Figure 1. Sizing map.
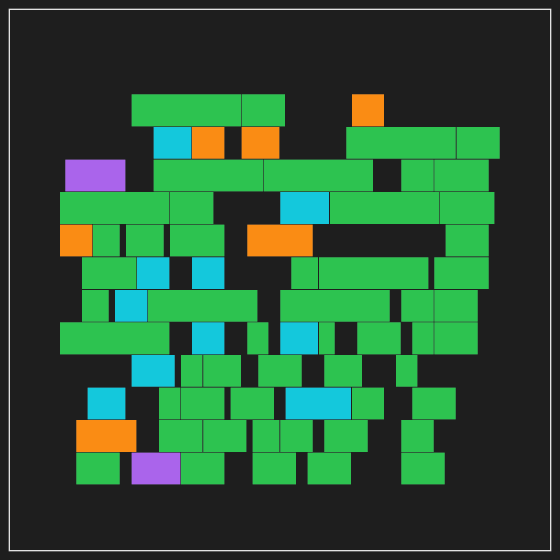
Figure 2. Cell area per tile.
The bar under the picture is 10 um long. The die is cut into 9 by 9 equal tiles; dark blue is low, red is high, 0 to 100% covered.
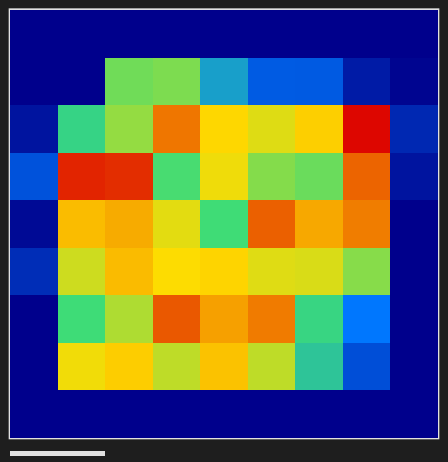
Figure 3. Signal metal coverage by tile.
The bar under the picture is 10 um long. The die is cut into 9 by 9 equal tiles; dark blue is low, red is high, scaled to the fullest tile. Values are wire area over tile area, all layers added.
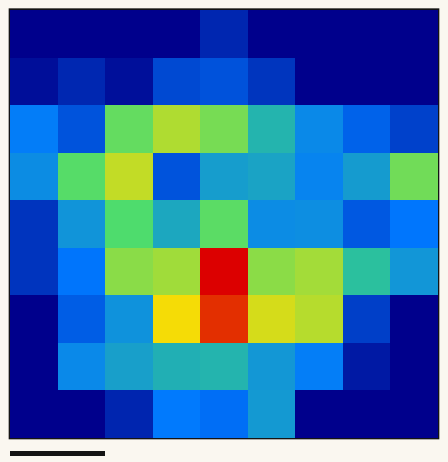
Figure 4. Routing congestion.
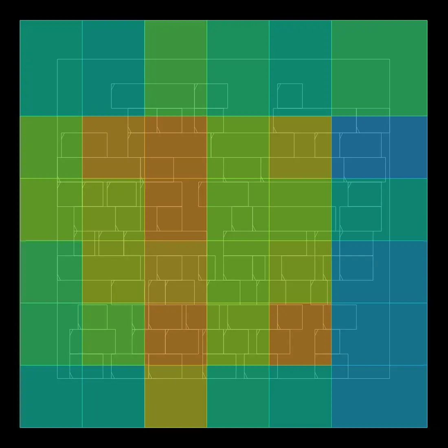
## src/rtl/mux_nx1_scan.sv

```systemverilog
// Registered N:1 mux with direct select or auto-scan (per-channel dwell); optional parity output under MUX_PARITY_EN.
// Latency 1 cycle, all outputs registered; no backpressure, the consumer samples every clock.
module mux_nx1_scan #(
   parameter int N     = 8,
   parameter int W     = 1,
   parameter int DWELL = 1,
   localparam int SW   = $clog2(N)
) (
   input  logic            clk,
   input  logic            rst_n,
   input  logic            en,
   input  logic            mode,
   input  logic [SW-1:0]   s,
   input  logic [N*W-1:0]  datain,
   output logic [W-1:0]    dataout,
   output logic [SW-1:0]   ch,
   output logic            valid,
   output logic            wrap
`ifdef MUX_PARITY_EN
   ,
   output logic            parity
`endif
);

   localparam int CW = (DWELL > 1) ? $clog2(DWELL) : 1;
   localparam logic [CW-1:0] CNT_LAST = CW'(DWELL - 1);
   localparam logic [SW-1:0] PTR_LAST = SW'(N - 1);
   localparam logic [SW:0]   N_W      = (SW + 1)'(N);

   typedef enum logic {IDLE, SCAN} state_t;

   state_t          state_q, state_d;
   logic [SW-1:0]   ptr_q, ptr_d;
   logic [CW-1:0]   cnt_q, cnt_d;
   logic [W-1:0]    dataout_q, dataout_d;
   logic [SW-1:0]   ch_q, ch_d;
   logic            valid_q, valid_d;
   logic            wrap_q, wrap_d;
   logic            parity_q, parity_d;

   logic [SW-1:0]   eff_ptr;
   logic [CW-1:0]   eff_cnt;
   logic [SW-1:0]   sel;
   logic [W-1:0]    chan;

   always_comb begin
      state_d   = state_q;
      ptr_d     = ptr_q;
      cnt_d     = cnt_q;
      dataout_d = '0;
      ch_d      = ch_q;
      valid_d   = 1'b0;
      wrap_d    = 1'b0;

      // Any cycle spent outside SCAN makes the next scan start from channel 0.
      eff_ptr = (state_q == SCAN) ? ptr_q : '0;
      eff_cnt = (state_q == SCAN) ? cnt_q : '0;
      sel     = mode ? eff_ptr : s;

      chan = '0;
      for (int k = 0; k < N; k++) begin
         if (sel == SW'(k)) chan = datain[k*W +: W];
      end

      if (en) begin
         state_d = IDLE;
         ptr_d   = '0;
         cnt_d   = '0;
      end else if (!mode) begin
         state_d = IDLE;
         ptr_d   = '0;
         cnt_d   = '0;
         ch_d    = s;
         if ({1'b0, s} < N_W) begin
            dataout_d = chan;
            valid_d   = 1'b1;
         end
      end else begin
         state_d   = SCAN;
         dataout_d = chan;
         ch_d      = eff_ptr;
         valid_d   = 1'b1;
         if (eff_cnt == CNT_LAST) begin
            cnt_d = '0;
            if (eff_ptr == PTR_LAST) begin
               ptr_d  = '0;
               wrap_d = 1'b1;
            end else begin
               ptr_d = eff_ptr + 1'b1;
            end
         end else begin
            cnt_d = eff_cnt + 1'b1;
            ptr_d = eff_ptr;
         end
      end

      parity_d = ^dataout_d;
   end

   always_ff @(posedge clk or negedge rst_n) begin
      if (!rst_n) begin
         state_q   <= IDLE;
         ptr_q     <= '0;
         cnt_q     <= '0;
         dataout_q <= '0;
         ch_q      <= '0;
         valid_q   <= 1'b0;
         wrap_q    <= 1'b0;
         parity_q  <= 1'b0;
      end else begin
         state_q   <= state_d;
         ptr_q     <= ptr_d;
         cnt_q     <= cnt_d;
         dataout_q <= dataout_d;
         ch_q      <= ch_d;
         valid_q   <= valid_d;
         wrap_q    <= wrap_d;
         parity_q  <= parity_d;
      end
   end

   assign dataout = dataout_q;
   assign ch      = ch_q;
   assign valid   = valid_q;
   assign wrap    = wrap_q;
`ifdef MUX_PARITY_EN
   assign parity  = parity_q;
`else
   logic unused_parity;
   assign unused_parity = parity_q;
`endif

endmodule

```

## config.mk

```make
export PLATFORM = sky130hd
export DESIGN_NAME = mux_nx1_scan
export DESIGN_NICKNAME = d
export VERILOG_FILES = /design/src/rtl/mux_nx1_scan.sv
export SDC_FILE = /design/constraint.sdc
export NUM_CORES = 1
export LEC_CHECK = 0
export CAP_MARGIN = 30
export CORE_MARGIN = 4
export CORE_UTILIZATION = 41
export DETAILED_ROUTE_END_ITERATION = 8
export GPL_TIMING_DRIVEN = 0
export PLACE_DENSITY = 0.79
export SLEW_MARGIN = 10
export SYNTH_ARGS = -nofsm -noshare
export SYNTH_HDL_FRONTEND = slang
export SYNTH_SLANG_ARGS = --single-unit
export TNS_END_PERCENT = 100
```

## constraint.sdc

```tcl
create_clock -name clk -period 2 [get_ports clk]
set_clock_uncertainty 0.15 [all_clocks]
set_input_delay 0.6 -clock clk [delete_from_list [all_inputs] [get_ports clk]]
set_output_delay 0.6 -clock clk [all_outputs]
set_load 0.02 [all_outputs]
```

==> metrics.yaml <==
crit_buf_inv: 1
antenna_found_initial: 0
comb_area_um2: 299
first_iter_violations: 5
critPathRequiredTime_ns: 1.25
n_antenna_cell: 0
grt_max_degree: 11
edf_count: 0
nNetsFinal: 88
post-route-min-period_ns: 1.93
drc: 0
cts_buffers: 3
cts_buffer_depth: 2
drive_above_1_share_pct: 25.7
worstMarginPinSlew_ns: 0.439
async_flop_share_pct: 100
cp.arrival_ns: 1.18
synth_seq_share_pct: 44.3
seq_area_um2: 250
switching_share_pct: 23.1
cts-htree-levels: 1
postCtsSetupBuffers: 0
whs_ns: 0.322
finalCritPeriodShare_pct: 96.6
place_inst: 81
outcome: "finished, final reports clean"
layoutNonFillerInstCount: 85
grt_pass1_vias: 439
portBuffers: 19
crit_type: "flop to primary output"
cts_tree: "done"
ys_area_um2: 564
worstHoldStart: "ch[1]$_DFFE_PN0N_"
## Picture notes: Figure 1
size	color	cells	share
_3 and _4 cells	orange	6	8.6%
_2 cells	cyan	10	14%
_0 and _1 cells	green	52	74%
_6 and larger	purple	2	2.9%
post-route cell area: 817 um2
area grow syn2layout: 44.8%
Buffers, non-clock: 20
Setup WS post-layout: 0.0677 ns

## Picture notes: Figure 2
mean over tiles	39%
fullest tile	99%
tiles over 75% full	24%
fp_density: 43.4%
final core utilization: 62.8%
core area: 1300 um2

## Picture notes: Figure 3
fullest tile	0.35
nearly empty tiles	25%
mean over tiles	0.092
emptiest ninth of the die	north-east
Total Routing Usage GR: 13.6%
DR WL/cell: 13.5 um
vias: 444
DRT Wirelength: 1150 um

## Picture notes: Figure 4
Top Usage Layer GRT: met2
GR met2 Demand/Resource: 19.5%
met1 Use GR: 17.5%
met3 usage: 7.97%

## worst paths after layout
kind	endpoint	slack, ns	cells after the start
max in group asynchronous	ptr_q[2]$_DFF_PN0_	0.90	1
worst min-delay path	ch[1]$_DFFE_PN0N_	0.32	1
worst min register to register	ch[1]$_DFFE_PN0N_	0.32	1
worst max register to register	dataout$_DFF_PN0_	0.50	4
min in group asynchronous	ch[2]$_DFFE_PN0N_	0.49	1
worst max-delay path	dataout	0.07	1
## metrics by stage
step                worst slack, ns  cell area (um2)
floorplan                     0.305              564
global placement            -0.0782              773
detailed placement          -0.0793              773
CTS                          0.0215              810
global route                0.00800              817
finish                       0.0677              817
## cells in the mapped netlist, types with 2 or more instances
cell type / number
a21boi_0: 2
and2_1: 2
and2_2: 2
and2b_2: 2
and3_2: 2
dfrtp_1: 10
ha_1: 2
nand3_1: 3
nor2b_1: 2
o21a_1: 2
o21ai_0: 2
## registers in the layout, summed over array words and instances (netlist names)
register  cells
valid         1
wrap          1
ch            3
ptr_q         3
state_q       1
dataout       1
## area by class of cell
cell class / instances / share of cell area, %
repair buffers: 19 / 24.2
plain buffers: 1 / 1.38
clock buffers: 4 / 4.44
inverters: 1 / 0.459
multi-input cells: 35 / 36.6
well taps: 15 / 2.30
flip-flops and latches: 10 / 30.6
## routing by layer
metal / track usage [%] / share of wire (%)
met1: 17.5 / 46
met2: 19.5 / 45
met3: 7.97 / 8.9
met4: 3.51 / 0
met5: 0 / 0
## cells by family (layout without fill, tap and decap cells)
| logic type | Yosys count | in the layout | synth area share (%) |
|---|---|---|---|
| buffers and inverters | 2 | 25 | 2.66 |
| muxes | 2 | 2 | 4.66 |
| adders and majority gates | 2 | 2 | 4.43 |
| AOI/OAI and AO/OA | 13 | 13 | 19.7 |
| DFF | 10 | 10 | 44.3 |
| and+or+nand+nor | 18 | 18 | 24.2 |
## power by group through the flow
| stage | Sequential (mW) | Combinational [mW] | Clock [mW] |
|---|---|---|---|
| final | 0.218 | 0.0996 | 0.179 |
| after global routing | 0.220 | 0.107 | 0.201 |
| after CTS | 0.219 | 0.102 | 0.188 |
| after detailed placement | 0.223 | 0.101 | 0 |
| after global placement | 0.222 | 0.101 | 0 |
| after floorplan | 0.233 | 0.0366 | 0 |
## layout by cell type (no fill, tap or decap), drive strengths merged, types with 2 or more instances in the layout
cell type,synthesis,routed
nor2b,2,2
and2b,2,2
clkdlybuf4s50,0,16
o21a,2,2
and3,2,2
mux2,2,2
dlymetal6s2s,0,3
a21boi,2,2
clkbuf,0,4
and2,5,5
ha,2,2
o21ai,2,2
nand3,4,4
dfrtp,10,10
## timing repair
action / CTS / global route
setup endpoints to repair: 0 / 3
hold buffers: 0 / 0
gates resized: 0 / 3
Power figures rest on the tool's default switching activity, not on a simulated workload.
